===== src/rtl/dly_tap_pkg.sv =====
// Shared types and constants for the delay-tap control array.
package dly_tap_pkg;

  localparam int DLY_TAP_W   = 6;
  localparam int DLY_NUM_CH  = 20;
  localparam int DLY_TAP_MAX = (1 << DLY_TAP_W) - 1;

  typedef enum logic [1:0] {
    NOP  = 2'b00,
    LOAD = 2'b01,
    INC  = 2'b10,
    DEC  = 2'b11
  } dly_op_e;

  typedef enum logic [1:0] {
    IDLE   = 2'd0,
    APPLY  = 2'd1,
    SETTLE = 2'd2
  } dly_state_e;

endpackage


===== src/rtl/dly_tap_alu.sv =====
// Next-tap computation for one channel: load, saturating inc/dec.
// Build with DLY_TAP_WRAP_EN defined to make inc/dec wrap modulo 2^TAP_W.
import dly_tap_pkg::*;

module dly_tap_alu #(
  parameter int TAP_W = DLY_TAP_W
) (
  input  dly_op_e          op,
  input  logic [TAP_W-1:0] cur,
  input  logic [TAP_W-1:0] data,
  output logic [TAP_W-1:0] nxt
);

  logic [TAP_W:0]   inc_w;
  logic [TAP_W:0]   dec_w;
  logic [TAP_W-1:0] inc_v;
  logic [TAP_W-1:0] dec_v;

  // One extra bit catches the carry out of the top and the borrow below zero.
  assign inc_w = {1'b0, cur} + {{TAP_W{1'b0}}, 1'b1};
  assign dec_w = {1'b0, cur} - {{TAP_W{1'b0}}, 1'b1};

`ifdef DLY_TAP_WRAP_EN
  // Dropping the extra bit gives modulo arithmetic.
  assign inc_v = inc_w[TAP_W-1:0];
  assign dec_v = dec_w[TAP_W-1:0];
`else
  // Carry means we were at max, borrow means we were at zero: hold there.
  assign inc_v = inc_w[TAP_W] ? {TAP_W{1'b1}} : inc_w[TAP_W-1:0];
  assign dec_v = dec_w[TAP_W] ? {TAP_W{1'b0}} : dec_w[TAP_W-1:0];
`endif

  // Select the result for the requested operation.
  always_comb begin
    nxt = cur;
    case (op)
      LOAD:    nxt = data;
      INC:     nxt = inc_v;
      DEC:     nxt = dec_v;
      default: nxt = cur;
    endcase
  end

endmodule


===== src/rtl/dly_tap_ctrl_array.sv =====
// Delay-tap control array: holds NUM_DLY tap registers, applies one
// addressed load/inc/dec per command, then stays busy SETTLE_CYCLES cycles.
// Optional macro DLY_TAP_WRAP_EN (handled in dly_tap_alu) selects wrapping
// instead of saturating inc/dec.
import dly_tap_pkg::*;

module dly_tap_ctrl_array #(
  parameter int               NUM_DLY       = DLY_NUM_CH,
  parameter int               TAP_W         = DLY_TAP_W,
  parameter int               SETTLE_CYCLES = 4,
  parameter logic [TAP_W-1:0] INIT_TAP      = '0
) (
  input  logic             CLK,
  input  logic             RESET,
  input  logic             CMD_VALID,
  output logic             CMD_READY,
  input  logic [1:0]       CMD_OP,
  input  logic [4:0]       CMD_ADDR,
  input  logic [TAP_W-1:0] CMD_DATA,
  output logic [TAP_W-1:0] DLY_TAP_VAL_ARRAY [NUM_DLY-1:0],
  output logic             UPD_DONE,
  output logic             CMD_ERR,
  output logic             BUSY
);

  localparam logic [5:0] NUM_DLY_V = 6'(NUM_DLY);
  localparam logic [7:0] SETTLE_LD = 8'(SETTLE_CYCLES - 1);
  localparam bit         NO_SETTLE = (SETTLE_CYCLES == 0);

  dly_state_e       state;
  dly_op_e          op_q;
  logic [4:0]       addr_q;
  logic [TAP_W-1:0] data_q;
  logic [7:0]       cnt;
  logic             addr_err;
  logic [TAP_W-1:0] cur_tap;
  logic [TAP_W-1:0] nxt_tap;

  // Compare in 6 bits so NUM_DLY = 32 leaves every 5-bit address legal.
  assign addr_err  = ({1'b0, addr_q} >= NUM_DLY_V);
  assign CMD_READY = (state == IDLE);
  assign BUSY      = (state != IDLE);
  assign CMD_ERR   = (state == APPLY) && addr_err;
  assign UPD_DONE  = ((state == APPLY) && NO_SETTLE) ||
                     ((state == SETTLE) && (cnt == 8'd0));

  // Read back the addressed channel; out-of-range addresses never write.
  always_comb begin
    cur_tap = INIT_TAP;
    for (int i = 0; i < NUM_DLY; i++)
      if (addr_q == 5'(i)) cur_tap = DLY_TAP_VAL_ARRAY[i];
  end

  dly_tap_alu #(.TAP_W(TAP_W)) u_alu (
    .op   (op_q),
    .cur  (cur_tap),
    .data (data_q),
    .nxt  (nxt_tap)
  );

  // Command FSM: latch on handshake, one APPLY cycle, then settle countdown.
  always_ff @(posedge CLK or posedge RESET) begin
    if (RESET) begin
      state  <= IDLE;
      op_q   <= NOP;
      addr_q <= '0;
      data_q <= '0;
      cnt    <= '0;
    end else begin
      case (state)
        IDLE: if (CMD_VALID) begin
          op_q   <= dly_op_e'(CMD_OP);
          addr_q <= CMD_ADDR;
          data_q <= CMD_DATA;
          state  <= APPLY;
        end
        APPLY: if (NO_SETTLE) state <= IDLE;
               else begin
                 state <= SETTLE;
                 cnt   <= SETTLE_LD;
               end
        SETTLE: if (cnt == 8'd0) state <= IDLE;
                else             cnt   <= cnt - 8'd1;
        default: state <= IDLE;
      endcase
    end
  end

  // Tap registers: only the addressed channel updates, and only in APPLY.
  always_ff @(posedge CLK or posedge RESET) begin
    if (RESET) begin
      for (int i = 0; i < NUM_DLY; i++) DLY_TAP_VAL_ARRAY[i] <= INIT_TAP;
    end else if ((state == APPLY) && !addr_err) begin
      for (int i = 0; i < NUM_DLY; i++)
        if (addr_q == 5'(i)) DLY_TAP_VAL_ARRAY[i] <= nxt_tap;
    end
  end

endmodule


===== config.mk =====
export PLATFORM = sky130hd
export DESIGN_NAME = dly_tap_ctrl_array
export DESIGN_NICKNAME = d
export VERILOG_FILES = /design/src/rtl/dly_tap_pkg.sv /design/src/rtl/dly_tap_alu.sv /design/src/rtl/dly_tap_ctrl_array.sv
export SDC_FILE = /design/constraint.sdc
export NUM_CORES = 1
export LEC_CHECK = 0
export CAP_MARGIN = 5
export CELL_PAD_IN_SITES_DETAIL_PLACEMENT = 2
export CELL_PAD_IN_SITES_GLOBAL_PLACEMENT = 2
export CORE_ASPECT_RATIO = 0.75
export CORE_MARGIN = 2
export CORE_UTILIZATION = 33
export DETAILED_ROUTE_END_ITERATION = 10
export GPL_TIMING_DRIVEN = 1
export HOLD_SLACK_MARGIN = 0.06
export PLACE_DENSITY = 0.87
export SLEW_MARGIN = 5
export SYNTH_ARGS = -nofsm -noshare
export SYNTH_HDL_FRONTEND = slang
export SYNTH_SLANG_ARGS = --single-unit
export TNS_END_PERCENT = 5

===== constraint.sdc =====
create_clock -name CLK -period 6.6 [get_ports CLK]
set_input_delay 1.32 -clock CLK [delete_from_list [all_inputs] [get_ports CLK]]
set_output_delay 1.32 -clock CLK [all_outputs]
set_load 0.01 [all_outputs]

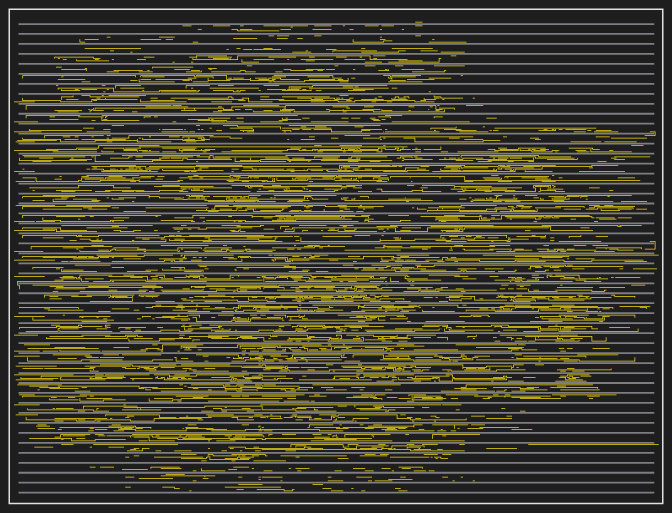
Figure 1: run 1, metal 1.
Supply wires on this layer in gray.
- share of all routed wire: 46%
- longest straight run: 73.1 um
- nets with wire on the layer: 813
- main direction: horizontal

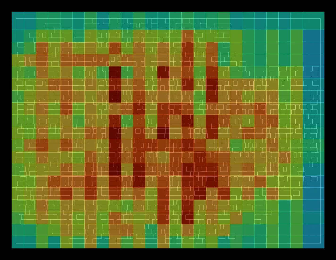
Figure 2: run 1, congestion heat map.
GRT met2 Usage: 41.7%
Wirelength per Cell: 26.2 um
gr busiest metal: met2

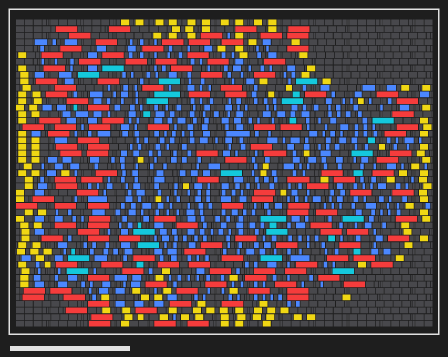
Figure 3: run 1, placement by cell class.
Scale bar: 50 um. Fill, decap, tap and diode cells in gray.
- blue: remaining logic cells (cells 573; share of their area 39%)
- red: registers (cells 143; share of their area 39%)
- yellow: remaining buffers and delay cells (cells 152; share of their area 16%)
- cyan: clock drivers and dummy loads (cells 31; share of their area 6.3%)

==> impl_metrics.env, run 1 <==
# implementation run metrics
export IMPL_antennaDiodeCount=0
export IMPL_crit_slowest_cell="o32a_1"
export IMPL_holdPathStages=1
export IMPL_cp_end_kind="flip-flop"
export IMPL_warning_count=27
export IMPL_period_minus_slack_ns=4.98
export IMPL_crit_path_end="DLY_TAP_VAL_ARRAY[65]"
export IMPL_slew_violations=0
export IMPL_yosysUniqueCellTypes=71
export IMPL_dpl_hpwl_mm=21.9
export IMPL_portBuffers=139
export IMPL_setup_violations=0
export IMPL_p_clk_share_pct=18.1
export IMPL_viasPerCell=5.73
export IMPL_clk_pin_slew_ns=0.07
export IMPL_powerSeq_w=0.00165
export IMPL_hold_path_class="flip-flop to flip-flop"
export IMPL_finalHoldViolCount=0
export IMPL_netlist_area_um2=7480
export IMPL_ys_seq_share_pct=47.8
export IMPL_cts_tree="built"
export IMPL_ys_cells=764
export IMPL_cts_sinks=143
export IMPL_grt_pass1_vias=7412
export IMPL_synthFlopType="dfrtp_1"
export IMPL_buf_share_pct=15.4
export IMPL_fin_ws_ns=1.62
export IMPL_chipHeight_um=134
export IMPL_fin_skew_ns=0.0122
export IMPL_synthAoiAreaFrac_pct=17.2
export IMPL_period_used_pct=75.4
export IMPL_cp_data_required_time_ns=6.87
export IMPL_criticalPathCategory="flip-flop to flip-flop"
export IMPL_clkCellAreaFrac_pct=6.02
export IMPL_clockBufferDepth=2
export IMPL_row_count=47
export IMPL_seq_cell_count=143
export IMPL_final_nets=906
export IMPL_drt_wl_total_mm=31.2
export IMPL_seq_area_share_pct=37.1
export IMPL_post_cts_setup_buffers=0
export IMPL_p_comb_share_pct=51.6
export IMPL_antenna_left=0
export IMPL_dp_cells=1162
export IMPL_drv_cap=0
export IMPL_yosysWarnings=0
export IMPL_cts_htree_levels=4
export IMPL_pre_cts_ws_ns=1.75
export IMPL_grt_first_pass_wirelength_mm=47.2
export IMPL_top_power_group="combinational logic"
export IMPL_dr_pass1_iters=5
export IMPL_gp_congestion=0.915
export IMPL_worst_slew_pin_transition_ns=1.13
export IMPL_dieArea_um2=23900
export IMPL_cp_max_fo=33
export IMPL_r2r_cells=12
export IMPL_crit_chain="buf_4, inv_1, a21o_1, a222oi_1, a21oi_1, o22ai_1, ha_1, and3_1, nor2_1, mux2i_1, o32a_1, o21ai_0"
export IMPL_comb_power_w=0.00281
export IMPL_place_area_um2=9080
export IMPL_insertion_delay_ns=0.45
export IMPL_powerDensity_nw_per_um2=563
export IMPL_mostFrequentLayoutCell="dfrtp_1"
export IMPL_grt_max_degree=59
export IMPL_arrival_ns=5.25
export IMPL_area_growth_pct=29.1
export IMPL_holdWs_ns=0.506
export IMPL_stdcell_count=1193
export IMPL_cts_buffers=17
export IMPL_syn_inst=764
export IMPL_drive_above_1_share_pct=13.5
export IMPL_final_setup_tns_ns=0
export IMPL_die_w_um=178
export IMPL_fp_utilization_pct=33.7
export IMPL_p_clk_w=0.000986
export IMPL_timing_rr_start="addr_q[1]"
export IMPL_rsz0062_at_grt="no"
export IMPL_top_area_cell="dfrtp_1"
export IMPL_drt_initial_drc_count=523
export IMPL_top_cells_by_area="dfrtp_1 (48%), mux2_2 (6.8%), o21ai_0 (4.8%), nand2_1 (4.7%), mux2i_1 (3.6%)"
export IMPL_syn_nets=783
export IMPL_fmax_mhz=201
export IMPL_yosysMostFrequentCell="dfrtp_1"
export IMPL_common_cells="dfrtp_1 (143), nand2_1 (93), o21ai_0 (72)"
export IMPL_num_nonclk_inverters=27
export IMPL_critPathLaunch="addr_q[1]"
export IMPL_power_share_switching_pct=47.2
export IMPL_cts_repair_resized=0
export IMPL_largest_cell_class="flip-flops and latches"
export IMPL_root_buffer="clkbuf_16"
export IMPL_async_reset_ff_share_pct=100
export IMPL_yosys_area_um2=7480
export IMPL_post_route_util_pct=43.6
export IMPL_regToRegEndpoint="DLY_TAP_VAL_ARRAY[65]"
export IMPL_design_area_um2=9660
export IMPL_nNonClkBuffers=152
export IMPL_cpPeakStageDelay_ns=0.93
export IMPL_grt_overflow=0
export IMPL_synthAdderAreaFrac_pct=0.502
export IMPL_hold_path_end="cnt[4]"
export IMPL_ys_sh_simple_pct=16.0
export IMPL_p_seq_share_pct=30.3
export IMPL_crit_path_start_kind="flip-flop"
export IMPL_mux_share_pct=13.1
export IMPL_logic_family="AND-OR/OR-AND gates"
export IMPL_seqCellArea_um2=3580
export IMPL_switching_power_w=0.00257
export IMPL_r2r_slack_ns=1.62
export IMPL_edf_count=0
export IMPL_worstHoldStart="cnt[4]"
export IMPL_fillCellCount=2290
export IMPL_ys_sh_xor_pct=0.351
export IMPL_final_cell_mix="dfrtp_1 (141), clkdlybuf4s50_1 (139), nand2_1 (93), o21ai_0 (72), nor2_1 (56)"
export IMPL_cts_hold_buf=0
export IMPL_tap_cells=294
export IMPL_intPower_w=0.00287
export IMPL_top_area_share_pct=47.8
export IMPL_outcome="finished clean"
export IMPL_antenna_found_initial=0
[run 1: sequential cells by signal, summed over array words and instances (netlist names)]
register and flops:
op_q 2, data_q 6, cnt 8, state 2, DLY_TAP_VAL_ARRAY 120, addr_q 5
[run 1: metal layers]
metal / wire, um / part of all wire [%] / up-vias / GRT usage (%)
met1: 14500 / 46 / 3527 / 37.2
met4: 704 / 2.3 / 0 / 8.29
met2: 14200 / 46 / 260 / 41.7
li1: - / - / 2989 / -
met5: 0 / 0 / - / 0
met3: 1800 / 5.8 / 59 / 5.50
[run 1: critical path: cells and delay by family, from the launching register on]
family | cells | cell delay (ns)
muxes | 1 | 0.17
AOI/OAI and AO/OA | 6 | 2.33
buffers and inverters | 2 | 0.79
DFF | 1 | 0.85
adders and majority gates | 1 | 0.27
and+or+nand+nor | 2 | 0.35
Figure 4. Cell density map (run 1).
The die is cut into 18 by 13 equal tiles; white is low, dark blue is high, 0 to 100% covered.
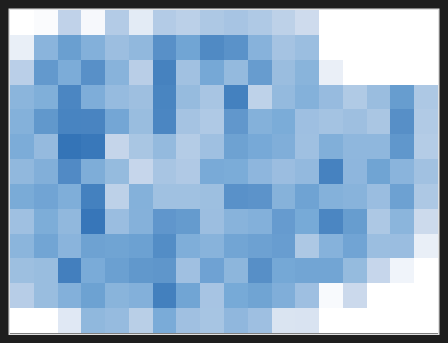

==> run 2: changes to the inputs <==
--- a/config.mk
+++ b/config.mk
@@ -10,11 +10,11 @@
 export CELL_PAD_IN_SITES_GLOBAL_PLACEMENT = 2
 export CORE_ASPECT_RATIO = 0.75
 export CORE_MARGIN = 2
-export CORE_UTILIZATION = 33
+export CORE_UTILIZATION = 30
 export DETAILED_ROUTE_END_ITERATION = 10
 export GPL_TIMING_DRIVEN = 1
 export HOLD_SLACK_MARGIN = 0.06
-export PLACE_DENSITY = 0.87
+export PLACE_DENSITY = 0.84
 export SLEW_MARGIN = 5
 export SYNTH_ARGS = -nofsm -noshare
 export SYNTH_HDL_FRONTEND = slang
==> constraint.sdc (replaced) <==
create_clock -name CLK -period 4.2 [get_ports CLK]
set_input_delay 0.84 -clock CLK [delete_from_list [all_inputs] [get_ports CLK]]
set_output_delay 0.84 -clock CLK [all_outputs]
set_load 0.01 [all_outputs]
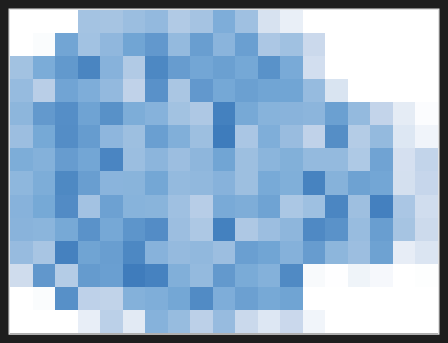
Figure 5: run 2, cell density map.
The die is cut into 19 by 14 equal tiles; white is low, dark blue is high, 0 to 100% covered.
- fullest tile: 69%
- emptiest ninth of the die: north-east
- mean over tiles: 36%
- nearly empty tiles: 16%

==> run 2 against run 1 <==
  * Flip-flop count unchanged
  * Global-route usage down 2.0 points
  * Core utilization down 3.3 points
  * Clock skew about the same
  * Final area up 3.0%
  * Highest routed layer unchanged
==> impl_metrics.env, run 2 <==
# implementation run metrics
export IMPL_final_nets=928
export IMPL_top_area_cell="dfrtp_1"
export IMPL_gp_congestion=0.916
export IMPL_syn_nets=783
export IMPL_cp_max_fo=28
export IMPL_slew_violations=0
export IMPL_logic_family="AND-OR/OR-AND gates"
export IMPL_synthFlopType="dfrtp_1"
export IMPL_design_area_um2=9940
export IMPL_rsz0062_at_grt="no"
export IMPL_grt_max_degree=65
export IMPL_ys_seq_share_pct=47.8
export IMPL_insertion_delay_ns=0.44
export IMPL_synthAoiAreaFrac_pct=17.2
export IMPL_regToRegEndpoint="DLY_TAP_VAL_ARRAY[28]"
export IMPL_mux_share_pct=13.1
export IMPL_async_reset_ff_share_pct=100
export IMPL_grt_overflow=0
export IMPL_wl_per_cell_um=25.4
export IMPL_hold_path_class="flip-flop to flip-flop"
export IMPL_grt_first_pass_wirelength_mm=49.1
export IMPL_powerSeq_w=0.00261
export IMPL_drv_cap=0
export IMPL_fin_skew_ns=0.0119
export IMPL_root_buffer="clkbuf_16"
export IMPL_die_w_um=186
export IMPL_worst_slew_pin_transition_ns=1.02
export IMPL_intPower_w=0.00474
export IMPL_cpPeakStageDelay_ns=0.54
export IMPL_stdcell_count=1260
export IMPL_setup_violations=0
export IMPL_cp_end_kind="flip-flop"
export IMPL_arrival_ns=4.34
export IMPL_fin_ws_ns=0.177
export IMPL_fmax_mhz=249
export IMPL_grt_pass1_vias=7547
export IMPL_reg_top3="DLY_TAP_VAL_ARRAY: 120 flops, cnt: 8 flops, data_q: 6 flops"
export IMPL_post_route_util_pct=40.2
export IMPL_ys_sh_simple_pct=16.0
export IMPL_place_area_um2=9350
export IMPL_yosysUniqueCellTypes=71
export IMPL_final_setup_tns_ns=0
export IMPL_cts_buffers=17
export IMPL_switching_power_w=0.00413
export IMPL_timing_rr_start="addr_q[2]"
export IMPL_final_cell_mix="dfrtp_1 (141), clkdlybuf4s50_1 (139), nand2_1 (93), o21ai_0 (72), nor2_1 (56)"
export IMPL_clockBufferDepth=2
export IMPL_dieArea_um2=26200
export IMPL_p_comb_share_pct=53.2
export IMPL_crit_slowest_cell="dfrtp_1"
export IMPL_ys_cells=764
export IMPL_worstHoldStart="cnt[4]"
export IMPL_top_cells_by_area="dfrtp_1 (48%), mux2_2 (6.8%), o21ai_0 (4.8%), nand2_1 (4.7%), mux2i_1 (3.6%)"
export IMPL_top_register="DLY_TAP_VAL_ARRAY"
export IMPL_holdWs_ns=0.509
export IMPL_cts_tree="built"
export IMPL_p_seq_share_pct=29.5
export IMPL_r2r_cells=15
export IMPL_common_cells="dfrtp_1 (143), nand2_1 (93), o21ai_0 (72)"
export IMPL_cts_sinks=143
export IMPL_edf_count=0
export IMPL_yosysWarnings=0
export IMPL_chipHeight_um=141
export IMPL_synthAdderAreaFrac_pct=0.502
export IMPL_post_cts_setup_buffers=0
export IMPL_antenna_found_initial=0
export IMPL_power_share_switching_pct=46.6
export IMPL_netlist_area_um2=7480
export IMPL_holdPathStages=1
export IMPL_crit_path_end="DLY_TAP_VAL_ARRAY[28]"
export IMPL_syn_inst=764
export IMPL_antennaDiodeCount=0
export IMPL_pre_cts_ws_ns=0.290
export IMPL_period_minus_slack_ns=4.02
export IMPL_criticalPathCategory="flip-flop to flip-flop"
export IMPL_warning_count=27
export IMPL_cts_repair_resized=0
export IMPL_p_clk_w=0.00154
export IMPL_top_area_share_pct=47.8
export IMPL_portBuffers=139
export IMPL_clk_pin_slew_ns=0.07
export IMPL_cp_top_family="simple AND/OR/NAND/NOR gates"
export IMPL_outcome="finished clean"
export IMPL_dp_cells=1228
export IMPL_ys_sh_xor_pct=0.351
export IMPL_row_count=50
export IMPL_yosys_area_um2=7480
export IMPL_powerDensity_nw_per_um2=892
export IMPL_hold_path_end="cnt[4]"
export IMPL_largest_reg_flops=120
export IMPL_area_growth_pct=33.0
export IMPL_cp_data_required_time_ns=4.51
export IMPL_drt_wl_total_mm=32.0
export IMPL_cp_num_buf_inv=4
export IMPL_r2r_slack_ns=0.18
export IMPL_coreArea_um2=24700
export IMPL_drt_initial_drc_count=625
export IMPL_mostFrequentLayoutCell="dfrtp_1"
-- run 2: netlist changes by cell type in the layout (fill, tap and decap cells not counted), moves of 2 or more --
cell,previous run,this run
clkinvlp_4,0,4
dfrtp_2,2,0
buf_4,13,30
inv_8,1,3
clkinv_4,3,1
dfrtp_4,0,2
clkinv_2,3,1
buf_12,0,5
-- run 2: area by class of cell --
class                           count  area [um2]
Fill cell                        2646       14800
Clock inverter                     14         144
Inverter                           27         105
Sequential cell                   143        3590
Tap cell                          338         423
Multi-Input combinational cell    546        3530
Clock buffer                       18         439
Timing Repair Buffer              174        1720
-- run 2: layer usage --
metal  vias up  GRT usage (%)  wire, um
li1       3030              -         -
met5         -              0         0
met1      3689           34.2     14700
met4         0           7.87       765
met3        60           5.35      2020
met2       293           38.6     14500
